==> config.mk <==
export PLATFORM = sky130hd
export DESIGN_NAME = reg_dump_reader
export DESIGN_NICKNAME = d
export VERILOG_FILES = /design/src/rtl/reg_dump_reader.sv
export SDC_FILE = /design/constraint.sdc
export NUM_CORES = 1
export LEC_CHECK = 0
export CAP_MARGIN = 20
export CORE_ASPECT_RATIO = 0.5
export CORE_MARGIN = 5
export CORE_UTILIZATION = 49
export DETAILED_ROUTE_END_ITERATION = 10
export PLACE_DENSITY = 0.8
export SLEW_MARGIN = 20
export SYNTH_ARGS = -nofsm -noshare
export SYNTH_HDL_FRONTEND = slang
export SYNTH_SLANG_ARGS = --single-unit
==> constraint.sdc <==
create_clock -name clk -period 4.7 [get_ports clk]
set_input_delay 0.94 -clock clk [delete_from_list [all_inputs] [get_ports clk]]
set_output_delay 0.94 -clock clk [all_outputs]
set_load 0.05 [all_outputs]
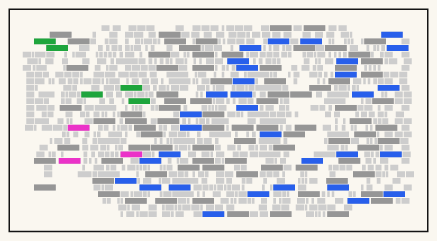
run_1/ff_map.png
Other sequential cells in the stronger gray, the rest of the logic in the fainter gray.
- green: `r_last` (placed flops 5)
- magenta: `r_state` (placed flops 3)
- blue: `dump_data_o` (placed flops 32)
- not colored: 85
post-layout utilization of the core: 68.31%
register area: 3128 sq um

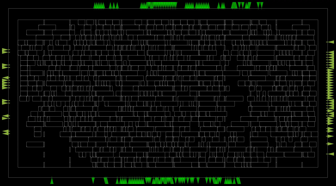
run_1/placed.png
number of rows created at floorplan: 29
final-layout fill cell count: 994

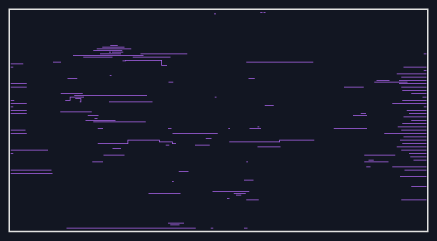
run_1/m3.png
- main direction: horizontal
- wire length on this layer: 1,020 um
- longest straight run: 52.7 um
grt met3 use: 4.285%
total via count in the routed design: 5,632
Post-Route WL: 17.87 mm

==> impl_metrics.toml, run 1 <==
# flow metrics
[worst_setup_path]
reg2regPathDepth = 7
worstSetupPathDepth = 7
critical_path.cell_chain = "ha_1, nor2b_1, o21a_1, o211a_1, nor3_1, mux2_2, clkdlybuf4s50_1"
timing.critical_path.from_type = "flip-flop"
timing.critical_path.required_ns = 3.76
critical-path-max-stage-delay_ns = 0.71
cp-end-kind = "output port"
cpMaxStageDelayCell = "sky130_fd_sc_hd__clkdlybuf4s50_1"
cp_data_arrival_time_ns = 3.08

[sta]
post-route-period-util_pct = 85.44
clock-skew-final_ns = 0.007168
f_max_mhz = 249.0
hold_viol = 0
final.hold.worst_slack_ns = 0.4724

[final_layout]
final.signal_inverter_count = 50
num-nets-final = 915
mi_comb_area_sq_um = 2828
fraction_of_layout_cells_with_a_size_suffix_above_1_pct = 6.444
layout.cells.most_common_list = "161 x sky130_fd_sc_hd__clkdlybuf4s50_1, 147 x sky130_fd_sc_hd__nand2_1, 125 x sky130_fd_sc_hd__dfrtp_1"
post_layout_nonfiller_instances = 1008
final_cell_area_sq_um = 8651
multiInputCombCellCount = 462
diodes = 0
sh_comb_area_pct = 32.69
final-nonclk-buf-share_pct = 19.47

[synth]
synth.ff_latch_count = 125
synth.largest_area_cell = "sky130_fd_sc_hd__dfrtp_1"
postSynth.asyncResetShare_pct = 100.0
synth-area-yosys_sq_um = 6329
yosys.stat.seqShare_pct = 49.43
yosys_cells = 679
synth_warnings = 0
post-synth-top-area-fraction_pct = 49.43
muxShareOfSynthArea_pct = 7.355
synthTopCellsByArea = "sky130_fd_sc_hd__dfrtp_1 49%, sky130_fd_sc_hd__nand2_1 8.7%, sky130_fd_sc_hd__mux2i_1 6.6%"
synth.most_common_cell = "sky130_fd_sc_hd__nand2_1"
count_of_unique_library_cells_instantiated_by_yosys = 53
synthesized_netlist_net_count = 769
post_synth_xor_xnor_area_pct = 1.799
ys_top_logic_family = "simple AND/OR/NAND/NOR gates"
syn_area_per_cell_sq_um = 9.320
mappedNetlistArea_sq_um = 6329

[drt]
initialDrtViolationCount = 437
drt-pass1-iter-count = 5
drc_errors = 0
antenna_violating_nets_post_route = 0

[floorplan]
floorplan.die.height_um = 90.36
n_tap_cell = 170
fp_util_pct = 49.98
fp.coreArea_sq_um = 12660

[placed_design]
globalplace.congestion = 0.8539
detailed_placement_hpwl_mm = 12.21
count_of_input_and_output_buffers = 161

[run_status]
status = "completed"

[global_route]
grt_first_pass_wirelength_mm = 29.39
global_route.usage.met1_pct = 29.67
grt-busiest-layer = "met2"
grt_start_max_net_pins = 75

[clock_network]
cts-root-to-sink-buffers = 2
cts-buffers-inserted = 17
cts_tree = "done"
post_cts.resized_instances = 0
worst_skew_pair.late_latency_ns = 0.40

[flow_run]
tool_warnings = 26

[power]
power.ir.vdd_worst_v = 0.0005386
## run 1: cell families (layout without fill, tap and decap cells)
logic type,after synthesis,after routing
AOI/OAI and AO/OA,159,159
xor gates and xnor gates,13,13
adders and majority gates,12,12
buffers and inverters,92,251
DFF,125,125
muxes,46,46
and+or+nand+nor,232,232
## run 1: report_power, final
group          switching, mW  internal (mW)
clock network          0.490          0.848
registers              0.449           1.60
logic                   2.57           1.36
## run 1: metal layers
metal / vias up / wire length [um] / part of all wire (%)
met5: - / 0 / 0
met4: 0 / 422 / 2.4
met3: 30 / 1018 / 5.7
met2: 178 / 8866 / 50
met1: 2770 / 7561 / 42
li1: 2654 / - / -
run_1/port_trees.png
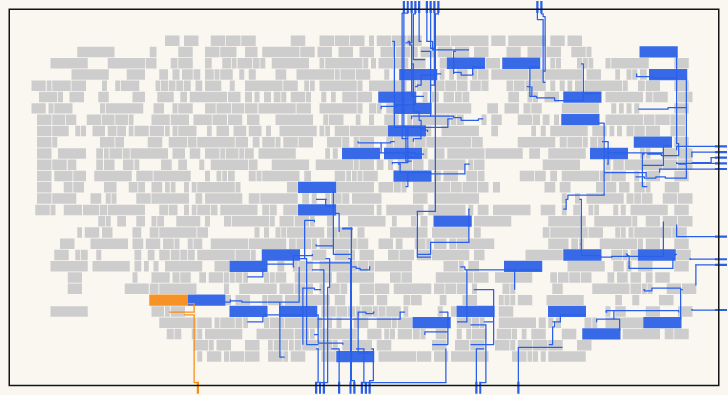

--- run 2 (diff from run 1) ---
- CORE_MARGIN: 5 -> not set
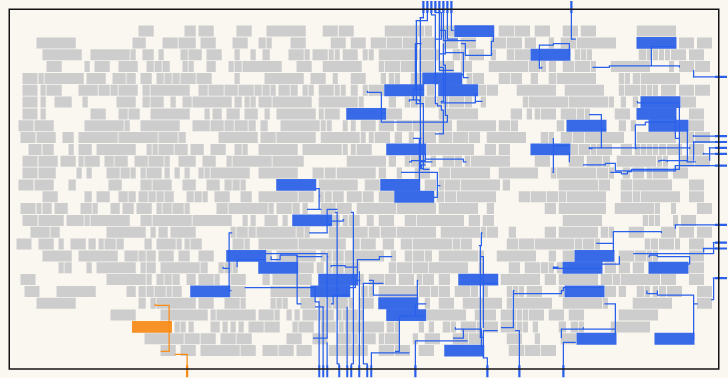
run_2/port_trees.png
- orange: `dump_last_o` (bits 1; direction output; end cells 1; buffers 1; wire 22.0 um)
- blue: `dump_data_o` (bits 32; direction output; end cells 32; buffers 32; wire 1,240 um)
count of input and output buffers: 161
I/O pin count: 162

==> impl_metrics.toml, run 2 <==
# flow metrics
[floorplan]
placement_rows = 28
fp_util_pct = 51.91
fp.coreArea_sq_um = 12190
floorplan.die.height_um = 82.36
n_tap_cell = 165

[flow_run]
tool_warnings = 26
cap_violations = 0

[sta]
hold_viol = 0
finalSetupTns_ns = 0
f_max_mhz = 243.9
final.hold.worst_slack_ns = 0.4751
clock-skew-final_ns = 0.007093
post-route-period-util_pct = 87.24

[synth]
synth_warnings = 0
yosys.stat.seqShare_pct = 49.43
synth.most_common_cell = "sky130_fd_sc_hd__nand2_1"
synthTopCellsByArea = "sky130_fd_sc_hd__dfrtp_1 49%, sky130_fd_sc_hd__nand2_1 8.7%, sky130_fd_sc_hd__mux2i_1 6.6%"
synth-area-yosys_sq_um = 6329
synth.largest_area_cell = "sky130_fd_sc_hd__dfrtp_1"
mappedNetlistArea_sq_um = 6329
post-synth-top-area-fraction_pct = 49.43
synth.ff_latch_count = 125
enable_flop_cells = 0
syn_area_per_cell_sq_um = 9.320
postSynth.asyncResetShare_pct = 100.0
count_of_unique_library_cells_instantiated_by_yosys = 53
yosys_cells = 679

[power]
pwr.group.sequential_mw = 2.05
p_comb_share_pct = 53.0
power.ir.vdd_worst_v = 0.0004637
total_net_switching_power_mw = 3.485
clockNetworkPower_mw = 1.42
internal_power_mw = 3.894
power_leader = "combinational cells"
power.share.clock_pct = 19.3
sw_frac_of_total_pct = 47.23
pwr-share-seq_pct = 27.7

[global_route]
grt_start_max_net_pins = 71
grt_first_pass_wirelength_mm = 27.30
global_route.usage.met1_pct = 33.51
grt-busiest-layer = "met2"
grt_met3_use_pct = 4.845

[final_layout]
ff_latch_area_sq_um = 3128
final-nonclk-buf-share_pct = 19.40
final.signal_inverter_count = 50
final.fill_count = 908
num-nets-final = 915
final_common_cell = "sky130_fd_sc_hd__clkdlybuf4s50_1"
sh_comb_area_pct = 32.57
multiInputCombCellCount = 462
layout.cells.most_common_list = "161 x sky130_fd_sc_hd__clkdlybuf4s50_1, 147 x sky130_fd_sc_hd__nand2_1, 125 x sky130_fd_sc_hd__dfrtp_1"
post_layout_nonfiller_instances = 1002
final_cell_area_sq_um = 8681
post_layout_utilization_of_the_core_pct = 71.20
diodes = 0
mi_comb_area_sq_um = 2828

[drt]
drt-pass1-iter-count = 4
dr_wl_met3_um = 882
initialDrtViolationCount = 398
route.detailed.wl_per_inst_um = 16.90
post_route_wl_mm = 16.94
drc_errors = 0
route.layer.met1.wl_mm = 7.400
antenna_violating_nets_post_route = 0
drt-vias-per-instance = 5.470
met2_length_mm = 8.382
highest-signal-layer = "met4"

[worst_setup_path]
reg2regPathDepth = 6
timing.critical_path.from_type = "flip-flop"
timing.critical_path.required_ns = 3.76
critical_path.cell_chain = "ha_1, nor2b_1, o21a_1, o211a_1, nor3_1, mux2_2, clkdlybuf4s50_1"
critical-path-max-stage-delay_ns = 0.71
cp-end-kind = "output port"
worstSetupPathDepth = 7
cpMaxStageDelayCell = "sky130_fd_sc_hd__clkdlybuf4s50_1"

[placed_design]
detailed_placement_hpwl_mm = 11.46
globalplace.congestion = 0.9044
place.detailed.instances = 971

[clock_network]
worst_skew_pair.late_latency_ns = 0.41
cts-buffers-inserted = 17
cts_tree = "done"
cts-root-to-sink-buffers = 2
post_cts.resized_instances = 0

[hold_path]
hold_depth = 2

[run_status]
status = "completed"
## run 2: cell types whose count changed in the layout (fill, tap and decap cells not counted)
| cell | previous run | this run |
|---|---|---|
| sky130_fd_sc_hd__clkinv_2 | 3 | 2 |
| sky130_fd_sc_hd__bufinv_16 | 3 | 5 |
| sky130_fd_sc_hd__clkinv_4 | 2 | 4 |
| sky130_fd_sc_hd__clkinvlp_4 | 5 | 2 |
| sky130_fd_sc_hd__clkbuf_8 | 1 | 0 |
## run 2: cells by family after synthesis
logic type | Yosys count | synth area share [%]
XOR/XNOR | 13 | 1.799
flip-flops | 125 | 49.43
buffers and inverters | 92 | 6.406
adder cells (fa/ha/maj) | 12 | 2.372
AND/OR/NAND/NOR | 232 | 17.00
multiplexers | 46 | 7.355
AND-OR/OR-AND | 159 | 15.64
No activity file was given, so power comes from the tool's default toggle rates.
